<file path="config.mk">
export PLATFORM = sky130hd
export DESIGN_NAME = datastream_frame_generator
export DESIGN_NICKNAME = d
export VERILOG_FILES = /design/src/rtl/datastream_frame_generator.sv
export SDC_FILE = /design/constraint.sdc
export NUM_CORES = 1
export LEC_CHECK = 0
export CORE_ASPECT_RATIO = 1.2
export CORE_UTILIZATION = 45
export DETAILED_ROUTE_END_ITERATION = 10
export HOLD_SLACK_MARGIN = 0.02
export PLACE_DENSITY_LB_ADDON = 0.12
export SLEW_MARGIN = 25
export SYNTH_ARGS = -nofsm -noshare
export SYNTH_HDL_FRONTEND = slang
export SYNTH_SLANG_ARGS = --single-unit
</file>
<file path="constraint.sdc">
create_clock -name clk_i -period 2.3 [get_ports clk_i]
set_clock_uncertainty 0.2 [all_clocks]
set_input_delay 0.575 -clock clk_i [delete_from_list [all_inputs] [get_ports clk_i]]
set_output_delay 0.575 -clock clk_i [all_outputs]
set_load 0.01 [all_outputs]
</file>
<file path="src/rtl/datastream_frame_generator.sv">
// Frame generator: emits a SYNC_WORD preamble, forwards len upstream payload words
// tagged with frame_o, then holds an idle gap before the next frame may start.
module datastream_frame_generator #(
  parameter int unsigned         DATASIZE   = 8,
  parameter int unsigned         WINDOWSIZE = 4,
  parameter logic [DATASIZE-1:0] SYNC_WORD  = 8'hA5,
  parameter int unsigned         LENSIZE    = 8,
  parameter int unsigned         GAPCYCLES  = 2
) (
  input  logic                clk_i,
  input  logic                rst_i,
  input  logic                start_i,
  input  logic [LENSIZE-1:0]  len_i,
  output logic                busy_o,
  input  logic [DATASIZE-1:0] data_i,
  input  logic                valid_i,
  output logic                ready_o,
  output logic [DATASIZE-1:0] data_o,
  output logic                valid_o,
  input  logic                ready_i,
  output logic                frame_o,
  output logic [15:0]         frame_cnt_o
);

  localparam int unsigned PW       = (WINDOWSIZE > 1) ? $clog2(WINDOWSIZE) : 1;
  localparam int unsigned GAP_LAST = (GAPCYCLES > 1) ? GAPCYCLES - 1 : 0;
  localparam int unsigned GW       = (GAPCYCLES > 1) ? $clog2(GAPCYCLES) : 1;

  typedef enum logic [1:0] {S_IDLE, S_PREAMBLE, S_PAYLOAD, S_GAP} state_t;

  state_t              state_q, state_d;
  logic [LENSIZE-1:0]  len_q, len_d;
  logic [LENSIZE-1:0]  pay_cnt_q, pay_cnt_d;
  logic [PW-1:0]       pre_cnt_q, pre_cnt_d;
  logic [GW-1:0]       gap_cnt_q, gap_cnt_d;
  logic                busy_q, busy_d;
  logic [15:0]         frame_cnt_q, frame_cnt_d;
  logic [DATASIZE-1:0] data_q, data_d;
  logic                valid_q, valid_d;
  logic                frame_q, frame_d;

  logic                stage_free;
  logic                load;
  logic [DATASIZE-1:0] load_data;
  logic                load_frame;

  assign stage_free = !valid_q || ready_i;
  assign ready_o    = (state_q == S_PAYLOAD) && stage_free;

  always_comb begin
    state_d     = state_q;
    len_d       = len_q;
    pay_cnt_d   = pay_cnt_q;
    pre_cnt_d   = pre_cnt_q;
    gap_cnt_d   = gap_cnt_q;
    busy_d      = busy_q;
    frame_cnt_d = frame_cnt_q;
    load        = 1'b0;
    load_data   = data_q;
    load_frame  = frame_q;

    case (state_q)
      S_IDLE: begin
        if (start_i) begin
          len_d     = len_i;
          busy_d    = 1'b1;
          pre_cnt_d = '0;
          pay_cnt_d = '0;
          gap_cnt_d = '0;
          state_d   = S_PREAMBLE;
        end
      end
      S_PREAMBLE: begin
        if (stage_free) begin
          load       = 1'b1;
          load_data  = SYNC_WORD;
          load_frame = 1'b0;
          pre_cnt_d  = pre_cnt_q + PW'(1);
          if (pre_cnt_q == PW'(WINDOWSIZE - 1))
            state_d = (len_q == '0) ? S_GAP : S_PAYLOAD;
        end
      end
      S_PAYLOAD: begin
        if (ready_o && valid_i) begin
          load       = 1'b1;
          load_data  = data_i;
          load_frame = 1'b1;
          pay_cnt_d  = pay_cnt_q + LENSIZE'(1);
          if (pay_cnt_q == len_q - LENSIZE'(1))
            state_d = S_GAP;
        end
      end
      S_GAP: begin
        // Gap cycles are only counted once the final word has left the output stage.
        if (!valid_q) begin
          if (gap_cnt_q == GW'(GAP_LAST)) begin
            state_d     = S_IDLE;
            busy_d      = 1'b0;
            frame_cnt_d = frame_cnt_q + 16'd1;
          end else begin
            gap_cnt_d = gap_cnt_q + GW'(1);
          end
        end
      end
      default: state_d = S_IDLE;
    endcase

    valid_d = load ? 1'b1 : (valid_q && !ready_i);
    data_d  = load ? load_data : data_q;
    frame_d = load ? load_frame : frame_q;
  end

  always_ff @(posedge clk_i or negedge rst_i) begin
    if (!rst_i) begin
      state_q     <= S_IDLE;
      len_q       <= '0;
      pay_cnt_q   <= '0;
      pre_cnt_q   <= '0;
      gap_cnt_q   <= '0;
      busy_q      <= 1'b0;
      frame_cnt_q <= '0;
      data_q      <= '0;
      valid_q     <= 1'b0;
      frame_q     <= 1'b0;
    end else begin
      state_q     <= state_d;
      len_q       <= len_d;
      pay_cnt_q   <= pay_cnt_d;
      pre_cnt_q   <= pre_cnt_d;
      gap_cnt_q   <= gap_cnt_d;
      busy_q      <= busy_d;
      frame_cnt_q <= frame_cnt_d;
      data_q      <= data_d;
      valid_q     <= valid_d;
      frame_q     <= frame_d;
    end
  end

  assign busy_o      = busy_q;
  assign frame_cnt_o = frame_cnt_q;
  assign data_o      = data_q;
  assign valid_o     = valid_q;
  assign frame_o     = frame_q;

endmodule

</file>
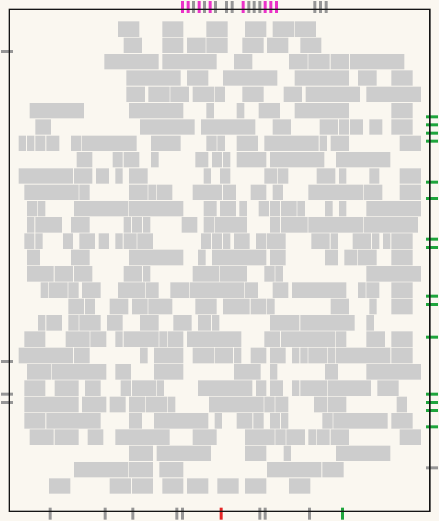
(run_1/pinout.png)
Drawn at 6 px/um. Pins as bars across the die edge, other pins in gray.
Red marks start_i, pins 1, direction input, edge south. Green marks frame_cnt_o, pins 16, direction output, edge 15 east, 1 south. Magenta marks data_i, pins 8, direction input, edge north.
All pins by edge: 19 north, 16 east, 10 south, 4 west.

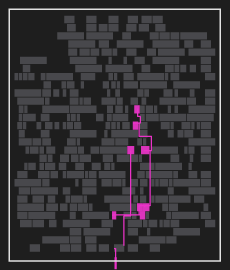
(run_1/port_trees.png)
Drawn at 3 px/um.
Magenta marks start_i, direction input, end cells 8, buffers 2, wire 96.9 um.
io pins: 49
port bufs: 48

==> flow_metrics.env, run 1 <==
# source this file to load flow results
export IMPL_floorplan_core_util_pct=46.93
export IMPL_p_sw_share_pct=36.90
export IMPL_fin_util_pct=61.45
export IMPL_syn_area_per_cell_sq_um=10.19
export IMPL_wl_met1_um=2169
export IMPL_place_hpwl_um=3660
export IMPL_rows=29
export IMPL_layout_top_cell="dfrtp_1"
export IMPL_die_y_um=83.42
export IMPL_grt_use_met3_pct=3.277
export IMPL_logic_area_sq_mm=0.001242
export IMPL_total_power_mw=3.635
export IMPL_crit_chain="or4_4 -> or3_1 -> a32o_2 -> o211ai_2 -> and3_4 -> mux2i_1"
export IMPL_top_area_cell="dfrtp_1"
export IMPL_xor_area_share_pct=9.160
export IMPL_reg2reg_slack_ps=20
export IMPL_pwr_share_comb_pct=48.2
export IMPL_rr_startpoint="len_q[3]"
export IMPL_syn2layout_area_growth_pct=30.95
export IMPL_overflow=0
export IMPL_top_layer="met4"
export IMPL_syn_inst=244
export IMPL_cp_arrival_ps=2300
export IMPL_r2r_cells=6
export IMPL_busiest_layer="met2"
export IMPL_htreeDepth=2
export IMPL_pwr_share_clk_pct=14.2
export IMPL_cap_violations=0
export IMPL_wirelength_um=4855
export IMPL_ys_warnings_count=0
export IMPL_ys_seq_share_pct=48.31
export IMPL_rsz0062_at_grt="yes"
export IMPL_ant_nets=0
export IMPL_viasPerCell=5.195
export IMPL_critical_path_class="reg2reg"
export IMPL_dr_pass1_iters=4
export IMPL_mostFrequentLayoutCells="48 x dfrtp_1, 46 x clkdlybuf4s50_1, 27 x nand2_1"
export IMPL_netlist_top_cells_area="dfrtp_1 48%, xnor2_1 6.3%, nand2_1 4.1%"
export IMPL_grt_pass1_vias=1859
export IMPL_seq_area_sq_mm=0.001201
export IMPL_synth_nets=273
export IMPL_p_int_mw=2.294
export IMPL_max_clock_path_buffers=2
export IMPL_logic_family="simple AND/OR/NAND/NOR gates"
export IMPL_cpPeakStageDelay_ps=540
export IMPL_place_area_sq_mm=0.003128
export IMPL_async_flop_share_pct=100.0
export IMPL_grt_pass1_wl_um=8542
export IMPL_synth_area_yosys_sq_mm=0.002486
export IMPL_fill_cells=468
export IMPL_wl_met3_um=117
export IMPL_critPathMaxFanout=3
export IMPL_synth_cell_types=43
export IMPL_edf_count=0
export IMPL_pre_cts_ws_ps=-443.8
export IMPL_root_buffer="clkbuf_8"
export IMPL_whs_ps=53.85
export IMPL_final_setup_tns_ps=0
export IMPL_end_kind="flop"
export IMPL_final_min_clock_period_ps=2278
export IMPL_hold_path_class="in2async"
export IMPL_post_drt_wl_per_cell_um=13.12
export IMPL_setup_viol=0
export IMPL_tool_warnings=31
export IMPL_drcViolationCount=0
export IMPL_first_iter_violations=74
export IMPL_yosys_mux_area_fraction_pct=4.429
export IMPL_adder_share_pct=4.026
export IMPL_clock_sinks=48
export IMPL_aoi_share_pct=12.98
export IMPL_seqPwrFrac_pct=37.6
export IMPL_critPathRequiredTime_ps=2330
export IMPL_num_antenna_cells=0
export IMPL_largest_reg_flops=16
export IMPL_grt_usage_pct=18.18
export IMPL_numCtsBuffers=5
export IMPL_vias=1922
export IMPL_path_clk_slew_ps=90
export IMPL_fmaxAchievable_ghz=0.4390
export IMPL_power_switching_mw=1.341
export IMPL_critPathSlowestCell="or4_4"
export IMPL_clkLatencyLatePin_ps=290
export IMPL_fin_crit_sh_pct=99.05
export IMPL_synth_stat_cells=244
export IMPL_power_density_mw_per_mm2=1117
export IMPL_synth_main_ff_cell="dfrtp_1"
export IMPL_nets=336
export IMPL_layout_drive_gt1_share_pct=14.29
export IMPL_top_area_share_pct=48.31
export IMPL_max_slew_margin_pct=63.96
export IMPL_fin_cells=370
export IMPL_use_met2_pct=32.87
export IMPL_wl_met2_um=2519
export IMPL_drv_slew=0
export IMPL_start_kind="flop"
export IMPL_tightest_slew_ps=540.7
export IMPL_tritoncts="yes"
export IMPL_post_place_cells=360
export IMPL_leakage_nw=1.446
export IMPL_grtUsageMet1_pct=21.95
export IMPL_antenna_found_initial=0
export IMPL_hold_viol=0
export IMPL_die_w_um=69.85
export IMPL_gp_congestion=0.8056
export IMPL_ctsHoldBuffers=0
export IMPL_netlist_area_sq_mm=0.002486
export IMPL_status="complete, no violations"
export IMPL_ys_sh_simple_pct=18.22
export IMPL_worst_ir_drop_vdd_v=0.0005207
export IMPL_die_area_sq_mm=0.005827
export IMPL_grt_max_degree=27
export IMPL_core_sq_mm=0.005298
export IMPL_ys_ff=48
export IMPL_reg2reg_to="state_q[1]"
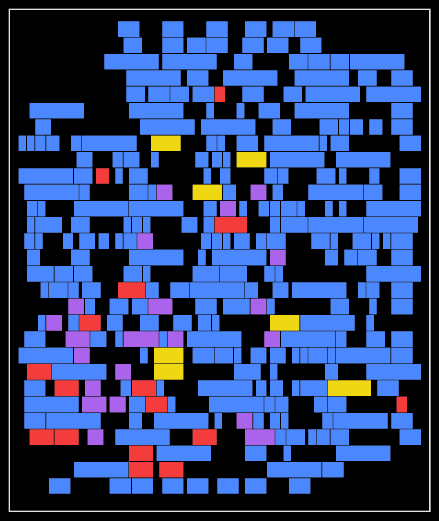
(run_1/sizing.png)
Drawn at 6 px/um.
Yellow marks x6 and larger, cells 7, share 2.3%. Purple marks x3 and x4, cells 21, share 6.8%. Red marks x2, cells 16, share 5.2%. Blue marks x1 and smaller, cells 264, share 86%.
fin area: 0.003256 sq mm
final worst slack: 21.89 ps

run 1: worst max-delay path, delay by kind of cell, from the launching register on:
family           cells  cell delay (ps)
AND/OR/NAND/NOR      3             1070
flip-flops           1              390
AND-OR/OR-AND        2              380
multiplexers         1              170
run 1: cell usage after synthesis (2+ instances only):
library cell,instances
a21oi_1,4
a22oi_1,3
inv_1,10
nor2_1,13
dfrtp_1,48
a21o_1,4
xor2_1,8
o22a_1,4
clkbuf_1,6
nand4_1,5
nor2b_1,3
a22o_1,7
mux2_2,8
o21ai_0,11
nand2_1,27
mux2i_1,2
and3_1,5
nor3b_1,2
nand3_1,13
o21bai_1,2
ha_1,8
nor3_1,8
nor4_1,2
and2_1,2
nand2b_1,4
xnor2_1,18
run 1: what timing repair did:
action	4_1_cts	5_1_grt
pin swaps	0	1
setup buffers	0	2
resized	7	3
gates cloned	0	0
endpoints found under the setup margin	3	2
run 1: how the worst max path moves through the flow:
stage	startpoint	to	slack, ps	cells past startpoint
6_report	len_q[3]	state_q[1]	20	6
5_1_grt	len_q[3]	state_q[0]	-70	6
4_1_cts	len_q[3]	state_q[1]	-2	6
3_5_place_dp	ready_i	state_q[1]	-440	7
3_3_place_gp	ready_i	ready_o	-380	4
2_1_floorplan	len_q[3]	state_q[0]	40	6
run 1: power groups by stage:
stage	combinational [mW]	clock, mW	sequential (mW)
global route	1.95	0.561	1.41
CTS	1.73	0.534	1.37
floorplan	1.07	0	1.36
global placement	1.69	0	1.37
finish	1.75	0.516	1.37
detailed placement	1.72	0	1.38
run 1: layout make-up:
type	instances	share of cell area, %
Clock buffer	7	2.652
Sequential cell	48	36.89
Clock inverter	1	0.2306
Timing Repair Buffer	64	18.52
Tap cell	62	2.383
Inverter	10	1.153
Multi-Input combinational cell	178	38.16
==> run_1/gates.png <==
Drawn at 6 px/um.
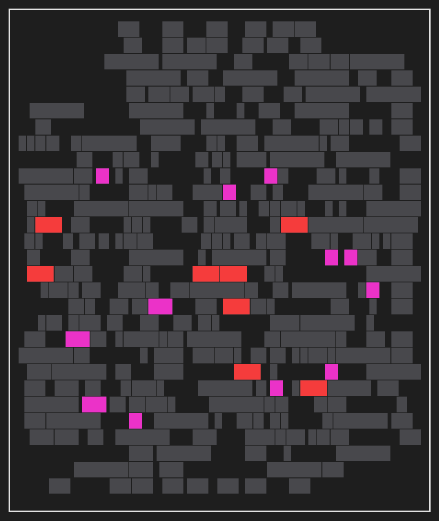

==> run 1 -> run 2 <==
--- a/config.mk
+++ b/config.mk
@@ -8,7 +8,7 @@
 export CORE_ASPECT_RATIO = 1.2
 export CORE_UTILIZATION = 45
 export DETAILED_ROUTE_END_ITERATION = 10
-export HOLD_SLACK_MARGIN = 0.02
+export HOLD_SLACK_MARGIN = 0.12
 export PLACE_DENSITY_LB_ADDON = 0.12
 export SLEW_MARGIN = 25
 export SYNTH_ARGS = -nofsm -noshare
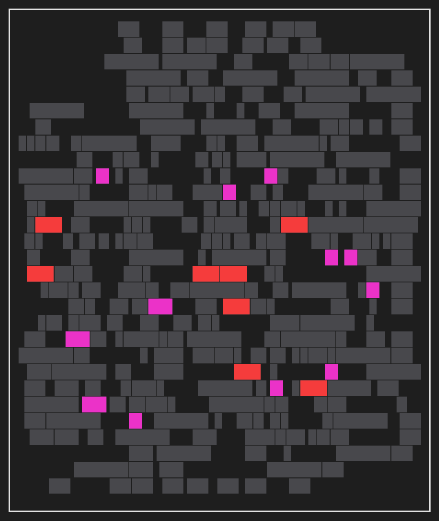
(run_2/gates.png)
Drawn at 6 px/um.
Magenta marks and/or cells, cells 12. Red marks fa/ha/maj cells, cells 8.
Post-Layout Cell Count: 371
fraction of area in multi-input gates: 38.05%
most frequent logic cell in the layout: dfrtp_1

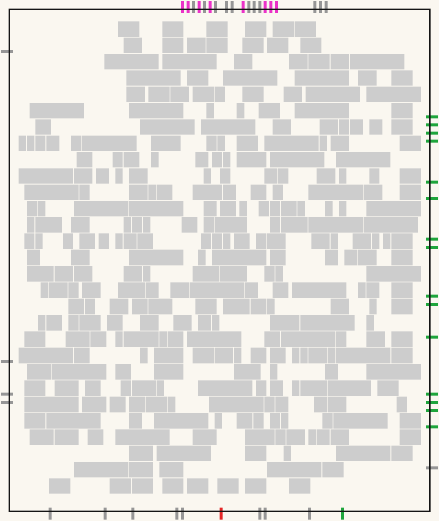
(run_2/pinout.png)
Drawn at 6 px/um. Pins as bars across the die edge, other pins in gray.
Green marks frame_cnt_o, pins 16, direction output, edge 15 east, 1 south. Magenta marks data_i, pins 8, direction input, edge north. Red marks start_i, pins 1, direction input, edge south.
All pins by edge: 19 north, 16 east, 10 south, 4 west.
chip width: 69.85 um
Die Height: 83.42 um

==> flow_metrics.env, run 2 <==
# source this file to load flow results
export IMPL_pwr_share_clk_pct=14.2
export IMPL_viasPerCell=5.197
export IMPL_place_area_sq_mm=0.003128
export IMPL_power_switching_mw=1.341
export IMPL_p_sw_share_pct=36.89
export IMPL_core_sq_mm=0.005298
export IMPL_crit_end="state_q[1]"
export IMPL_seqPwrFrac_pct=37.6
export IMPL_antenna_found_initial=0
export IMPL_place_hpwl_um=3660
export IMPL_critPathRequiredTime_ps=2330
export IMPL_final_min_clock_period_ps=2278
export IMPL_layout_drive_gt1_share_pct=14.24
export IMPL_grt_pass1_vias=1858
export IMPL_reg2reg_slack_ps=20
export IMPL_cap_violations=0
export IMPL_synth_nets=273
export IMPL_wl_met3_um=117
export IMPL_first_iter_violations=80
export IMPL_rr_startpoint="len_q[3]"
export IMPL_synth_main_ff_cell="dfrtp_1"
export IMPL_wl_met2_um=2519
export IMPL_top_area_share_pct=48.31
export IMPL_numPortBuffers=48
export IMPL_root_buffer="clkbuf_8"
export IMPL_synth_area_yosys_sq_mm=0.002486
export IMPL_tritoncts="yes"
export IMPL_worst_ir_drop_vdd_v=0.0005210
export IMPL_path_clk_slew_ps=90
export IMPL_grt_max_degree=27
export IMPL_ys_warnings_count=0
export IMPL_drv_slew=0
export IMPL_ios=49
export IMPL_yosys_top_cells_count="48 x dfrtp_1, 27 x nand2_1, 18 x xnor2_1, 13 x nand3_1, 13 x nor2_1"
export IMPL_nets=337
export IMPL_pwr_share_comb_pct=48.2
export IMPL_critPathSlowestCell="or4_4"
export IMPL_status="complete, no violations"
export IMPL_grt_usage_pct=18.18
export IMPL_critPathMaxFanout=3
export IMPL_fin_ws_ps=21.92
export IMPL_vias=1928
export IMPL_overflow=0
export IMPL_top_layer="met4"
export IMPL_ys_seq_share_pct=48.31
export IMPL_final_setup_tns_ps=0
export IMPL_cpPeakStageDelay_ps=540
export IMPL_wl_met1_um=2181
export IMPL_critical_path_class="reg2reg"
export IMPL_tightest_slew_ps=542.5
export IMPL_p_int_mw=2.295
export IMPL_whs_ps=274.0
export IMPL_cp_arrival_ps=2300
export IMPL_netlist_area_sq_mm=0.002486
export IMPL_async_flop_share_pct=100.0
export IMPL_syn2layout_area_growth_pct=31.35
export IMPL_grt_pass1_wl_um=8542
export IMPL_clkLatencyLatePin_ps=290
export IMPL_fill_cells=465
export IMPL_fin_crit_sh_pct=99.05
export IMPL_end_kind="flop"
export IMPL_tool_warnings=31
export IMPL_reg2reg_to="state_q[1]"
export IMPL_ant_nets=0
export IMPL_floorplan_core_util_pct=46.93
export IMPL_clock_sinks=48
export IMPL_num_antenna_cells=0
export IMPL_numCtsBuffers=5
export IMPL_seq_area_sq_mm=0.001201
export IMPL_fin_util_pct=61.64
export IMPL_post_drt_wl_per_cell_um=13.11
export IMPL_most_common_cell="dfrtp_1"
export IMPL_max_clock_path_buffers=2
export IMPL_dr_pass1_iters=4
export IMPL_setup_viol=0
export IMPL_hold_path_class="reg2reg"
export IMPL_crit_chain="or4_4 -> or3_1 -> a32o_2 -> o211ai_2 -> and3_4 -> mux2i_1"
export IMPL_synth_cell_types=43
export IMPL_total_power_mw=3.636
export IMPL_power_density_mw_per_mm2=1113
export IMPL_post_place_cells=360
export IMPL_syn_inst=244
export IMPL_pre_cts_ws_ps=-443.8
export IMPL_rsz0062_at_grt="yes"
export IMPL_gp_congestion=0.8056
export IMPL_design_area_sq_mm=0.003266
export IMPL_largest_reg_flops=16
export IMPL_crit_start="len_q[3]"
export IMPL_wirelength_um=4865
export IMPL_fmaxAchievable_ghz=0.4390
export IMPL_logic_area_sq_mm=0.001242
export IMPL_synth_stat_cells=244
export IMPL_die_area_sq_mm=0.005827
export IMPL_htreeDepth=2
export IMPL_netlist_top_cells_area="dfrtp_1 48%, xnor2_1 6.3%, nand2_1 4.1%"
export IMPL_r2r_cells=6
export IMPL_hold_viol=0
export IMPL_rows=29
export IMPL_mostFrequentLayoutCells="48 x dfrtp_1, 46 x clkdlybuf4s50_1, 27 x nand2_1"
export IMPL_drcViolationCount=0
run 2: cell counts after synthesis:
Identical to the previous run, type by type.
run 2: metal layers:
metal | GRT usage (%) | up-vias
met5 | 0 | -
met4 | 4.909 | 0
met3 | 3.277 | 4
met2 | 32.87 | 32
met1 | 21.95 | 907
li1 | - | 985
run 2: cells by family (layout without fill, tap and decap cells):
| family | count (synthesis) | after routing | share of synthesized area [%] |
|---|---|---|---|
| AND-OR/OR-AND | 44 | 44 | 12.98 |
| AND/OR/NAND/NOR | 90 | 90 | 18.22 |
| flip-flops | 48 | 48 | 48.31 |
| adder cells (fa/ha/maj) | 8 | 8 | 4.026 |
| buffers and inverters | 18 | 83 | 2.869 |
| multiplexers | 10 | 10 | 4.429 |
| XOR/XNOR | 26 | 26 | 9.160 |
run 2: what timing repair did:
item	in CTS	in global routing
hold buffers	1	0
resized	7	3
endpoints found under the hold margin	22	0
pin swaps	0	1
gates cloned	0	0
setup endpoints to repair	3	2
setup buffers	0	2
run 2: power groups by stage:
stage / registers (mW) / logic (mW) / clock network, mW
after floorplan: 1.36 / 1.07 / 0
after global placement: 1.37 / 1.69 / 0
after detailed placement: 1.38 / 1.72 / 0
after CTS: 1.37 / 1.73 / 0.534
after global routing: 1.41 / 1.95 / 0.561
final: 1.37 / 1.75 / 0.516
run 2: critical path: cells and delay by family (launching register included):
family	cells	cell delay, ps
compound gates	2	380
flops	1	390
mux	1	170
simple gates	3	1070
run 2: cell type report:
type	count	area share (%)
clock inverters	1	0.2299
inverters	10	1.149
flip-flops and latches	48	36.78
repair buffers	65	18.77
well taps	62	2.375
clock buffers	7	2.644
multi-input cells	178	38.05
==> run_2/sizing.png <==
Drawn at 6 px/um.
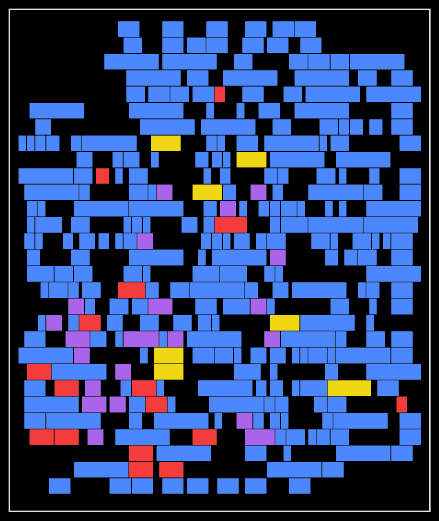

==> run 2 -> run 3 <==
--- a/config.mk
+++ b/config.mk
@@ -9,7 +9,7 @@
 export CORE_UTILIZATION = 45
 export DETAILED_ROUTE_END_ITERATION = 10
 export HOLD_SLACK_MARGIN = 0.12
-export PLACE_DENSITY_LB_ADDON = 0.12
+export PLACE_DENSITY_LB_ADDON = 0.15
 export SLEW_MARGIN = 25
 export SYNTH_ARGS = -nofsm -noshare
 export SYNTH_HDL_FRONTEND = slang
==> constraint.sdc (replaced) <==
create_clock -name clk_i -period 2.6 [get_ports clk_i]
set_clock_uncertainty 0.2 [all_clocks]
set_input_delay 0.65 -clock clk_i [delete_from_list [all_inputs] [get_ports clk_i]]
set_output_delay 0.65 -clock clk_i [all_outputs]
set_load 0.01 [all_outputs]
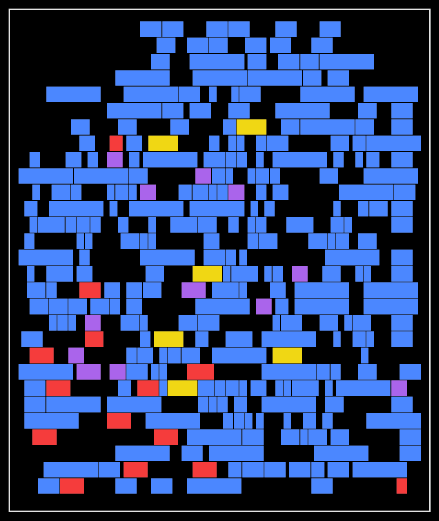
(run_3/sizing.png)
Drawn at 6 px/um.
Blue marks x1 and smaller, cells 271, share 89%. Red marks x2, cells 14, share 4.6%. Purple marks x3 and x4, cells 12, share 4.0%. Yellow marks x6 and larger, cells 6, share 2.0%.
final worst slack: 61.43 ps
fin area: 0.003181 sq mm
Syn-to-layout area delta: 27.93%
Non-clk bufs: 59

==> flow_metrics.env, run 3 <==
# source this file to load flow results
export IMPL_status="complete, no violations"
export IMPL_adder_share_pct=4.026
export IMPL_ant_nets=0
export IMPL_fmaxAchievable_ghz=0.3939
export IMPL_start_kind="primary input"
export IMPL_ys_warnings_count=0
export IMPL_most_common_cell="dfrtp_1"
export IMPL_layout_drive_gt1_share_pct=10.56
export IMPL_rows=29
export IMPL_ios=49
export IMPL_critPathSlowestCell="clkdlybuf4s50_1"
export IMPL_post_place_cells=356
export IMPL_synth_cell_types=43
export IMPL_tightest_slew_ps=423.6
export IMPL_setup_viol=0
export IMPL_rsz0062_at_grt="no"
export IMPL_hold_path_class="reg2reg"
export IMPL_cts_setup_buffers=0
export IMPL_syn_inst=244
export IMPL_dr_pass1_iters=4
export IMPL_floorplan_core_util_pct=46.93
export IMPL_logic_family="simple AND/OR/NAND/NOR gates"
export IMPL_grt_max_degree=18
export IMPL_mostFrequentLayoutCells="48 x dfrtp_1, 46 x clkdlybuf4s50_1, 27 x nand2_1"
export IMPL_drv_slew=0
export IMPL_num_antenna_cells=0
export IMPL_overflow=0
export IMPL_crit_chain="clkdlybuf4s50_1 -> nand2b_1 -> and2_1 -> clkdlybuf4s15_1"
export IMPL_end_kind="output port"
export IMPL_power_density_mw_per_mm2=983.4
export IMPL_critPathMaxFanout=2
export IMPL_fin_crit_sh_pct=97.64
export IMPL_cpPeakStageDelay_ps=450
export IMPL_ctsResizeCount=1
export IMPL_netlist_top_cells_area="dfrtp_1 48%, xnor2_1 6.3%, nand2_1 4.1%"
export IMPL_syn_area_per_cell_sq_um=10.19
export IMPL_critPathRequiredTime_ps=1750
export IMPL_critical_path_class="in2out"
export IMPL_synth_stat_cells=244
export IMPL_top_area_share_pct=48.31
export IMPL_largest_reg_flops=16
export IMPL_leakage_nw=1.400
export IMPL_async_flop_share_pct=100.0
export IMPL_layout_top_cell="dfrtp_1"
export IMPL_clkLatencyLatePin_ps=300
export IMPL_grt_usage_pct=18.43
export IMPL_tritoncts="yes"
export IMPL_aoi_share_pct=12.98
export IMPL_die_w_um=69.85
export IMPL_first_iter_violations=97
export IMPL_crit_family="buffers and inverters"
export IMPL_cap_violations=0
export IMPL_tool_warnings=29
export IMPL_ctsHoldBuffers=1
export IMPL_die_y_um=83.42
export IMPL_yosys_top_cells_count="48 x dfrtp_1, 27 x nand2_1, 18 x xnor2_1, 13 x nand3_1, 13 x nor2_1"
export IMPL_numPortBuffers=48
export IMPL_grt_pass1_vias=1883
export IMPL_wirelength_um=5002
export IMPL_nets=331
export IMPL_top_area_cell="dfrtp_1"
export IMPL_place_hpwl_um=3806
export IMPL_final_min_clock_period_ps=2539
export IMPL_max_clock_path_buffers=2
export IMPL_synth_nets=273
export IMPL_gp_congestion=0.8072
export IMPL_cp_arrival_ps=1690
export IMPL_numCtsBuffers=5
export IMPL_yosys_mux_area_fraction_pct=4.429
export IMPL_edf_count=0
export IMPL_die_area_sq_mm=0.005827
export IMPL_vias=1945
export IMPL_path_clk_slew_ps=80
export IMPL_clock_sinks=48
export IMPL_synth_main_ff_cell="dfrtp_1"
export IMPL_root_buffer="clkbuf_8"
export IMPL_worst_ir_drop_vdd_v=0.0004858
export IMPL_viasPerCell=5.329
export IMPL_core_sq_mm=0.005298
export IMPL_grt_pass1_wl_um=8569
export IMPL_synth_area_yosys_sq_mm=0.002486
export IMPL_post_drt_wl_per_cell_um=13.70
export IMPL_max_slew_margin_pct=71.03
export IMPL_pre_cts_ws_ps=-234.0
export IMPL_htreeDepth=2
export IMPL_antenna_found_initial=0
export IMPL_ys_ff=48
export IMPL_ys_seq_share_pct=48.31
export IMPL_netlist_area_sq_mm=0.002486
export IMPL_ys_sh_simple_pct=18.22
export IMPL_hold_viol=0
export IMPL_xor_area_share_pct=9.160
export IMPL_cp_buffers_inverters=2
export IMPL_drcViolationCount=0
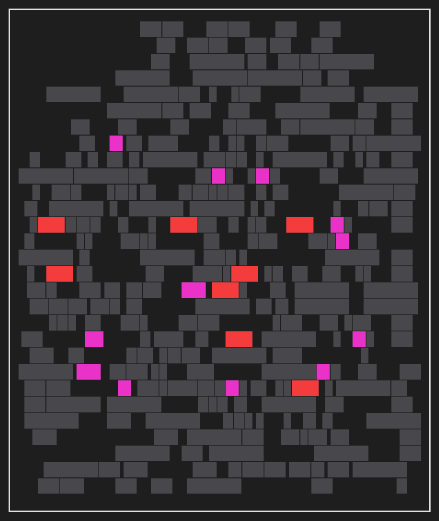
(run_3/gates.png)
Drawn at 6 px/um.
fraction of area in multi-input gates: 38.16%
Post-Layout Cell Count: 365

-- run 3: metal layers --
layer	share of wire [%]	vias to the layer above	global-route usage (%)
li1	-	972	-
met1	43	935	21.28
met2	53	30	33.04
met3	2.0	8	3.277
met4	2.0	0	7.818
met5	0	-	0
-- run 3: final timing paths --
check / end / from / cells past startpoint / slack, ps
max: ready_o / ready_i / 4 / 60
min: frame_o / frame_o / 2 / 280
max reg2reg: state_q[1] / len_q[0] / 7 / 170
min reg2reg: frame_o / frame_o / 2 / 280
max in group asynchronous: pay_cnt_q[6] / rst_i / 3 / 1040
min in group asynchronous: frame_cnt_o[4] / rst_i / 2 / 590
-- run 3: per-stage QoR --
| step | total power [mW] | setup TNS [ps] | cell area (sq um) | util, % | hold WS (ps) |
|---|---|---|---|---|---|
| final | 3.128 | 0 | 3181 | 60.04 | 278.3 |
| after detailed placement | 2.715 | -513.8 | 3080 | 58.15 | 264.1 |
| after floorplan | 2.150 | 0 | 2486 | - | 154.4 |
| after CTS | 3.166 | 0 | 3179 | 60.01 | 284.2 |
| after global routing | 3.379 | 0 | 3181 | 60.04 | 316.2 |
| after global placement | 2.669 | -320.2 | 3080 | 58.15 | 256.1 |
-- run 3: layout make-up --
class	count	area, sq um
Fill cell	493	2117
Multi-Input combinational cell	178	1214
Sequential cell	48	1201
Timing Repair Buffer	59	560.5
Clock buffer	8	90.09
Tap cell	62	77.57
Inverter	10	37.54
-- run 3: report_power, final --
group | internal, mW | switching [mW]
Clock | 0.217 | 0.234
Sequential | 0.975 | 0.233
Combinational | 0.785 | 0.683
-- run 3: cell families (layout without fill, tap and decap cells) --
logic type,Yosys count,in the layout
simple gates,90,90
buf+inv,18,77
mux,10,10
xor+xnor,26,26
fa+ha+maj,8,8
flops,48,48
compound gates,44,44
Power and IR drop assume default switching activity.
